File: src/rtl/fib_job_scheduler.sv
// fib_job_scheduler: queues fib jobs in a small FIFO, launches them one at a
// time on the fib kernel, guards each run with a watchdog and returns the
// result plus tag over a valid/ready port.
module fib_job_scheduler #(
  parameter int unsigned W       = 32,
  parameter int unsigned TAGW    = 4,
  parameter int unsigned DEPTH   = 4,
  parameter int unsigned TIMEOUT = 1048576
) (
  input  logic            clk,
  input  logic            rst,
  input  logic            job_valid,
  output logic            job_ready,
  input  logic [W-1:0]    job_n,
  input  logic [W-1:0]    job_a,
  input  logic [W-1:0]    job_b,
  input  logic [TAGW-1:0] job_tag,
  output logic            res_valid,
  input  logic            res_ready,
  output logic [W-1:0]    res_data,
  output logic [TAGW-1:0] res_tag,
  output logic            res_timeout,
  output logic            kern_start,
  output logic [W-1:0]    kern_n,
  output logic [W-1:0]    kern_a,
  output logic [W-1:0]    kern_b,
  input  logic            kern_done,
  input  logic [W-1:0]    kern_result,
  output logic            busy,
  output logic [15:0]     jobs_done
);

  localparam int unsigned AW = $clog2(DEPTH);
  localparam int unsigned PW = AW + 1;
  localparam int unsigned CW = $clog2(TIMEOUT + 1);
  localparam int unsigned EW = 3 * W + TAGW;

  typedef enum logic [1:0] {S_IDLE, S_LAUNCH, S_RUN, S_RESP} state_t;

  state_t          r_state;
  state_t          w_state_nxt;
  logic [EW-1:0]   r_mem [DEPTH];
  logic [AW-1:0]   r_wr_ptr;
  logic [AW-1:0]   r_rd_ptr;
  logic [PW-1:0]   r_count;
  logic [PW-1:0]   w_count_nxt;
  logic [CW-1:0]   r_wdog;
  logic            w_push;
  logic            w_pop;
  logic            w_run_done;
  logic            w_run_to;
  logic            w_resp_acc;
  logic            r_job_ready;
  logic            r_res_valid;
  logic [W-1:0]    r_res_data;
  logic [TAGW-1:0] r_tag;
  logic            r_res_timeout;
  logic            r_kern_start;
  logic [W-1:0]    r_kern_n;
  logic [W-1:0]    r_kern_a;
  logic [W-1:0]    r_kern_b;
  logic            r_busy;
  logic [15:0]     r_jobs_done;

  assign job_ready   = r_job_ready;
  assign res_valid   = r_res_valid;
  assign res_data    = r_res_data;
  assign res_tag     = r_tag;
  assign res_timeout = r_res_timeout;
  assign kern_start  = r_kern_start;
  assign kern_n      = r_kern_n;
  assign kern_a      = r_kern_a;
  assign kern_b      = r_kern_b;
  assign busy        = r_busy;
  assign jobs_done   = r_jobs_done;

  // State register
  always_ff @(posedge clk) begin
    if (rst) r_state <= S_IDLE;
    else     r_state <= w_state_nxt;
  end

  // Next-state decode plus FIFO/handshake qualifiers
  always_comb begin
    w_state_nxt = r_state;
    w_push      = job_valid && r_job_ready;
    w_pop       = 1'b0;
    w_run_done  = 1'b0;
    w_run_to    = 1'b0;
    w_resp_acc  = 1'b0;
    case (r_state)
      S_IDLE: begin
        if (r_count != '0) begin
          w_pop       = 1'b1;
          w_state_nxt = S_LAUNCH;
        end
      end
      S_LAUNCH: w_state_nxt = S_RUN;
      S_RUN: begin
        if (kern_done) begin
          w_run_done  = 1'b1;
          w_state_nxt = S_RESP;
        end else if (r_wdog == CW'(TIMEOUT - 1)) begin
          w_run_to    = 1'b1;
          w_state_nxt = S_RESP;
        end
      end
      S_RESP: begin
        if (res_ready) begin
          w_resp_acc  = 1'b1;
          w_state_nxt = S_IDLE;
        end
      end
      default: w_state_nxt = S_IDLE;
    endcase
    w_count_nxt = r_count;
    if (w_push && !w_pop)      w_count_nxt = r_count + PW'(1);
    else if (w_pop && !w_push) w_count_nxt = r_count - PW'(1);
  end

  // Job storage; contents are don't-care while the pointers say empty
  always_ff @(posedge clk) begin
    if (w_push) r_mem[r_wr_ptr] <= {job_n, job_a, job_b, job_tag};
  end

  // FIFO pointers, kernel launch, watchdog, response and status registers
  always_ff @(posedge clk) begin
    if (rst) begin
      r_wr_ptr      <= '0;
      r_rd_ptr      <= '0;
      r_count       <= '0;
      r_job_ready   <= 1'b1;
      r_busy        <= 1'b0;
      r_kern_start  <= 1'b0;
      r_kern_n      <= '0;
      r_kern_a      <= '0;
      r_kern_b      <= '0;
      r_tag         <= '0;
      r_wdog        <= '0;
      r_res_valid   <= 1'b0;
      r_res_data    <= '0;
      r_res_timeout <= 1'b0;
      r_jobs_done   <= '0;
    end else begin
      if (w_push) r_wr_ptr <= r_wr_ptr + AW'(1);
      if (w_pop) begin
        r_rd_ptr <= r_rd_ptr + AW'(1);
        {r_kern_n, r_kern_a, r_kern_b, r_tag} <= r_mem[r_rd_ptr];
      end
      r_count      <= w_count_nxt;
      r_job_ready  <= (w_count_nxt != PW'(DEPTH));
      r_busy       <= (w_state_nxt != S_IDLE) || (w_count_nxt != '0);
      r_kern_start <= (w_state_nxt == S_LAUNCH);
      if (r_state == S_LAUNCH)                   r_wdog <= '0;
      else if (r_state == S_RUN && !w_run_to)    r_wdog <= r_wdog + CW'(1);
      if (w_run_done) begin
        r_res_data    <= kern_result;
        r_res_timeout <= 1'b0;
        r_res_valid   <= 1'b1;
      end else if (w_run_to) begin
        r_res_data    <= '0;
        r_res_timeout <= 1'b1;
        r_res_valid   <= 1'b1;
      end else if (w_resp_acc) begin
        r_res_valid   <= 1'b0;
        r_jobs_done   <= r_jobs_done + 16'd1;
      end
    end
  end

endmodule

File: config.mk
export PLATFORM = sky130hd
export DESIGN_NAME = fib_job_scheduler
export DESIGN_NICKNAME = d
export VERILOG_FILES = /design/src/rtl/fib_job_scheduler.sv
export SDC_FILE = /design/constraint.sdc
export NUM_CORES = 1
export LEC_CHECK = 0
export CORE_MARGIN = 2
export CORE_UTILIZATION = 50
export CTS_CLUSTER_DIAMETER = 200
export DETAILED_ROUTE_END_ITERATION = 8
export PLACE_DENSITY = 0.74
export SETUP_SLACK_MARGIN = 0.1
export SLEW_MARGIN = 0
export SYNTH_ARGS = -nofsm -noshare
export SYNTH_HDL_FRONTEND = slang
export SYNTH_SLANG_ARGS = --single-unit
File: constraint.sdc
create_clock -name clk -period 5.2 [get_ports clk]
set_input_delay 1.3 -clock clk [delete_from_list [all_inputs] [get_ports clk]]
set_output_delay 1.3 -clock clk [all_outputs]
set_load 0.01 [all_outputs]
==> flow_metrics.env, run 1 <==
# implementation run metrics
export IMPL_globalRouteTotalUtil_pct=20.9
export IMPL_pg_comb_mw=3.43
export IMPL_grt_first_pass_wirelength_mm=71.1
export IMPL_crit_family="buffers and inverters"
export IMPL_io_buffers=289
export IMPL_top_usage_layer="met2"
export IMPL_p_leak_nw=8.86
export IMPL_route_antenna_remaining_nets=0
export IMPL_dp_cells=2145
export IMPL_regMostFlops="r_mem"
export IMPL_logic_area_um2=5390
export IMPL_numCtsBuffers=56
export IMPL_fin_area_um2=26900
export IMPL_async_flop_share_pct=0
export IMPL_cap_viol_max_count=0
export IMPL_fin_cells=2253
export IMPL_grt_antenna_before_repair=3
export IMPL_finalClockPeriodUsage_pct=57.1
export IMPL_min_period_ns=2.97
export IMPL_fmax_mhz=337
export IMPL_firstDrtPassIters=5
export IMPL_path_class="reg -> out"
export IMPL_hold_buffers=0
export IMPL_cpMaxStageDelayCell="clkdlybuf4s50_1"
export IMPL_ff_type="edfxtp_1"
export IMPL_cts_sinks=583
export IMPL_finalHoldViolations=0
export IMPL_outcome="finished, final reports clean"
export IMPL_use_met1_pct=26.5
export IMPL_lay_top_count="edfxtp_1"
export IMPL_edf_count=400
export IMPL_seqPwrFrac_pct=44.1
export IMPL_ios=290
export IMPL_synth_cellmix_adderShare_pct=0.526
export IMPL_hold_ws_ns=0.455
export IMPL_path_cells="clkdlybuf4s50_1"
export IMPL_combPwrFrac_pct=24.5
export IMPL_clkTransAtPathRegs_ns=0.06
export IMPL_nClkBuffers=68
export IMPL_wl_met2_mm=23.2
export IMPL_cts_setup_buffers=0
export IMPL_totalPowerFinal_mw=14.0
export IMPL_xor_area_share_pct=1.39
export IMPL_area_dominant_class="registers"
export IMPL_start_kind="register"
export IMPL_hp_class="reg -> reg"
export IMPL_final_cell_mix="400 x edfxtp_1, 288 x clkdlybuf4s50_1, 259 x nand2_1"
export IMPL_routabilityCongestion=0.821
export IMPL_ys_seq_elements=583
export IMPL_yosys_area_um2=21400
export IMPL_fin_nets=1810
export IMPL_dpl_instance_area_um2=24800
export IMPL_setup_viol_count_final=0
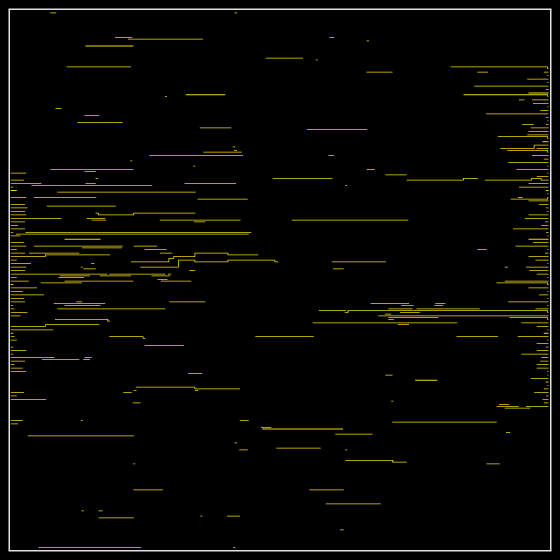
Run 1: M3 wires
The longest straight run is 90.6 um. The wires run mostly horizontal.

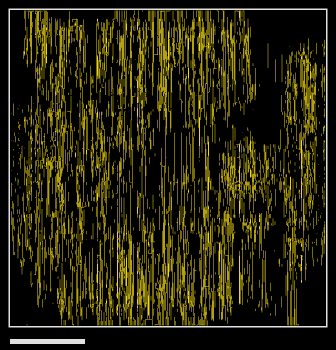
Run 1: M2 wires
Scale bar: 50 um.
The layer holds 50% of the routed length. 1587 nets have wire on it. The layer carries 23.2 mm of wire. The longest straight run is 73.4 um. The wires run mostly vertical.

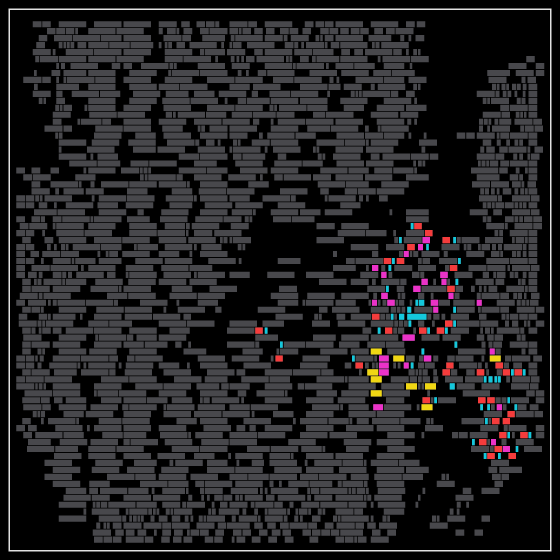
Run 1: selected gate families
Cyan marks NOR gates, cells 46, most used nor2_1. Magenta marks AND and OR gates, cells 27, most used and3_1, where middle right. Red marks XOR/XNOR gates, cells 34, most used xor2_1. Yellow marks adder and majority cells, cells 9, most used ha_1.

==> run 2: changes to the inputs <==
CORE_UTILIZATION = 49   (was 50)
PLACE_DENSITY = 0.75   (was 0.74)
clock period = 2.38 ns   (was 5.2 ns; I/O delays follow)
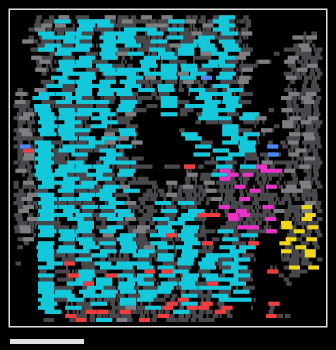
Run 2: where the registers sit
Scale bar: 50 um. Other sequential cells in the stronger grey, the rest of the logic in the fainter grey.
Cyan marks r_mem, placed flops 400. Yellow marks jobs_done, placed flops 16, where lower right. Red marks kern_b, placed flops 32. Blue marks res_tag, placed flops 4. Magenta marks r_wdog, placed flops 21, where middle right.
Another 110 sequential cells are not coloured.

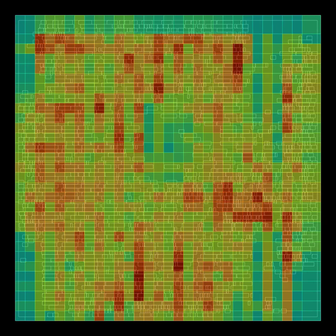
Run 2: congestion heat map
M2 GR Usage: 35.4%
grt peak-use layer: met2

==> run 2 against run 1 <==
Compared with the run above:
- sequential power is 120% higher
- hold slack worse by 0.091 ns
- total power is 120% higher
- sequential share of layout area is 0.57 points lower
- global-route usage hardly changed
- worst setup slack worse by 2.0 ns
- non-clock buffer count is 22 higher
- highest routed layer unchanged
- critical path depth stayed put
- register-to-register slack worse by 2.1 ns
- clock power is 100% higher
- design area is 0.98% higher
- via count is 0.90% higher
==> flow_metrics.env, run 2 <==
# implementation run metrics
export IMPL_p_seq_mw=13.4
export IMPL_grt_first_pass_wirelength_mm=71.6
export IMPL_globalRouteTotalUtil_pct=20.8
export IMPL_met3_usage_pct=5.02
export IMPL_path_cells="clkdlybuf4s50_1"
export IMPL_pg_comb_mw=8.11
export IMPL_logic_area_um2=5390
export IMPL_area_growth_syn_to_layout_pct=26.9
export IMPL_mux_share_pct=10.5
export IMPL_ys_seq_share_pct=73.2
export IMPL_r2r_setup_slack_ns=0.41
export IMPL_buffers=326
export IMPL_clkTransAtPathRegs_ns=0.06
export IMPL_cts_setup_buffers=0
export IMPL_avgSynthCellArea_um2=15.5
export IMPL_edf_count=400
export IMPL_final_cell_mix="400 x edfxtp_1, 287 x clkdlybuf4s50_1, 259 x nand2_1"
export IMPL_start_kind="register"
export IMPL_hold_buffers=0
export IMPL_lay_top_count="edfxtp_1"
export IMPL_simple_gate_area_share_pct=8.21
export IMPL_cts_root_buf="clkbuf_16"
export IMPL_area_dominant_class="registers"
export IMPL_p_leak_nw=8.96
export IMPL_grt_antenna_before_repair=9
export IMPL_min_period_ns=2.20
export IMPL_design_seq_count=583
export IMPL_async_flop_share_pct=0
export IMPL_yosys_area_um2=21400
export IMPL_hp_class="in -> reg"
export IMPL_combPwrFrac_pct=26.8
export IMPL_fin_area_um2=27200
export IMPL_finalHoldViolations=0
export IMPL_coreArea_um2=43100
export IMPL_route_antenna_remaining_nets=0
export IMPL_ff_type="edfxtp_1"
export IMPL_clock_latency_late_pin_ns=0.60
export IMPL_fmax_mhz=455
export IMPL_xor_area_share_pct=1.39
export IMPL_cpMaxStageDelayCell="clkdlybuf4s50_1"
export IMPL_hold_ws_ns=0.364
export IMPL_wl_met2_mm=23.6
export IMPL_ios=290
export IMPL_totalPowerFinal_mw=30.3
export IMPL_cap_viol_max_count=0
export IMPL_use_met1_pct=26.6
export IMPL_route_detailed_drc=0
export IMPL_fin_cells=2322
export IMPL_path_class="reg -> out"
export IMPL_fin_nets=1832
export IMPL_drive_gt1_share_pct=13.9
export IMPL_dpl_instance_area_um2=25300
export IMPL_ys_seq_elements=583
export IMPL_io_buffers=289
export IMPL_path_max_fanout=2
export IMPL_outcome="finished, final reports clean"
export IMPL_synth_cellmix_adderShare_pct=0.526
export IMPL_cts_sinks=583
export IMPL_warnings=32
export IMPL_regMostFlops="r_mem"
export IMPL_seqPwrFrac_pct=44.2
export IMPL_dp_cells=2213
export IMPL_firstDrtPassIters=6
export IMPL_crit_family="buffers and inverters"
export IMPL_routabilityCongestion=0.789
export IMPL_setup_viol_count_final=0
export IMPL_nClkBuffers=84
export IMPL_numCtsBuffers=56
export IMPL_finalClockPeriodUsage_pct=92.3
export IMPL_grt_pass1_vias=12700
export IMPL_largest_reg_flops=400
==> run 3: changes to the inputs <==
CTS_CLUSTER_DIAMETER = 80   (was 200)
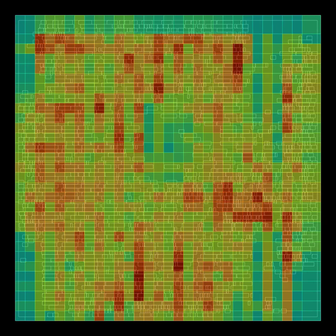
Run 3: congestion heat map
gr usage total: 20.8%
post-layout util: 63.0%

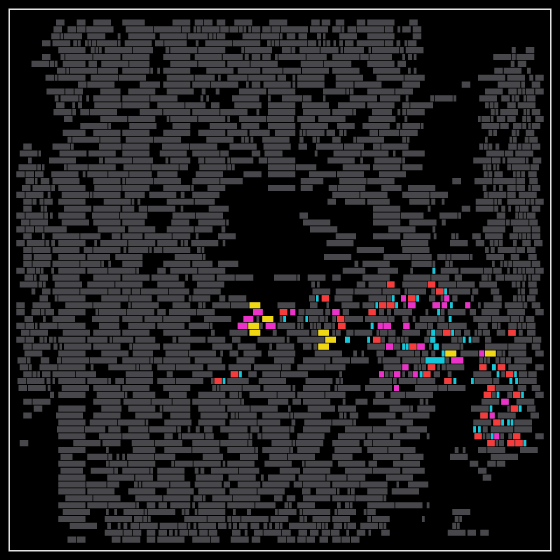
Run 3: selected gate families
Cell Count, Final, Fillers Out: 2322
most numerous logic cell after layout: edfxtp_1
Comb area share: 19.8%

==> run 3 against run 2 <==
Compared with the run above:
- synthesized area is the same
- non-clock buffer count is the same
- global-route usage is the same
- design area is the same
- count of clock-buffer cells in the layout is the same
- core utilization is the same
- combinational power is essentially flat
- total power is the same
- synthesized cell count is the same
- largest cell class unchanged
- highest routed layer unchanged
==> flow_metrics.env, run 3 <==
# implementation run metrics
export IMPL_crit_family="buffers and inverters"
export IMPL_cts_setup_buffers=0
export IMPL_start_kind="register"
export IMPL_buffers=326
export IMPL_synth_cellmix_adderShare_pct=0.526
export IMPL_ff_type="edfxtp_1"
export IMPL_yosys_area_um2=21400
export IMPL_finalHoldViolations=0
export IMPL_hold_buffers=0
export IMPL_area_dominant_class="registers"
export IMPL_clkTransAtPathRegs_ns=0.06
export IMPL_coreArea_um2=43100
export IMPL_dpl_instance_area_um2=25300
export IMPL_wl_met2_mm=23.6
export IMPL_totalPowerFinal_mw=30.3
export IMPL_top_usage_layer="met2"
export IMPL_path_cells="clkdlybuf4s50_1"
export IMPL_routabilityCongestion=0.789
export IMPL_dp_cells=2213
export IMPL_finalClockPeriodUsage_pct=92.3
export IMPL_path_max_fanout=2
export IMPL_met3_usage_pct=5.02
export IMPL_ios=290
export IMPL_mux_share_pct=10.5
export IMPL_r2r_setup_slack_ns=0.41
export IMPL_logic_area_um2=5390
export IMPL_hold_ws_ns=0.364
export IMPL_design_seq_count=583
export IMPL_final_cell_mix="400 x edfxtp_1, 287 x clkdlybuf4s50_1, 259 x nand2_1"
export IMPL_fin_nets=1832
export IMPL_regMostFlops="r_mem"
export IMPL_simple_gate_area_share_pct=8.21
export IMPL_met2_usage_pct=35.4
export IMPL_xor_area_share_pct=1.39
export IMPL_avgSynthCellArea_um2=15.5
export IMPL_route_antenna_remaining_nets=0
export IMPL_combPwrFrac_pct=26.8
export IMPL_grt_pass1_vias=12700
export IMPL_outcome="finished, final reports clean"
export IMPL_clock_latency_late_pin_ns=0.60
export IMPL_edf_count=400
Power is estimated from default activity; no workload was simulated.
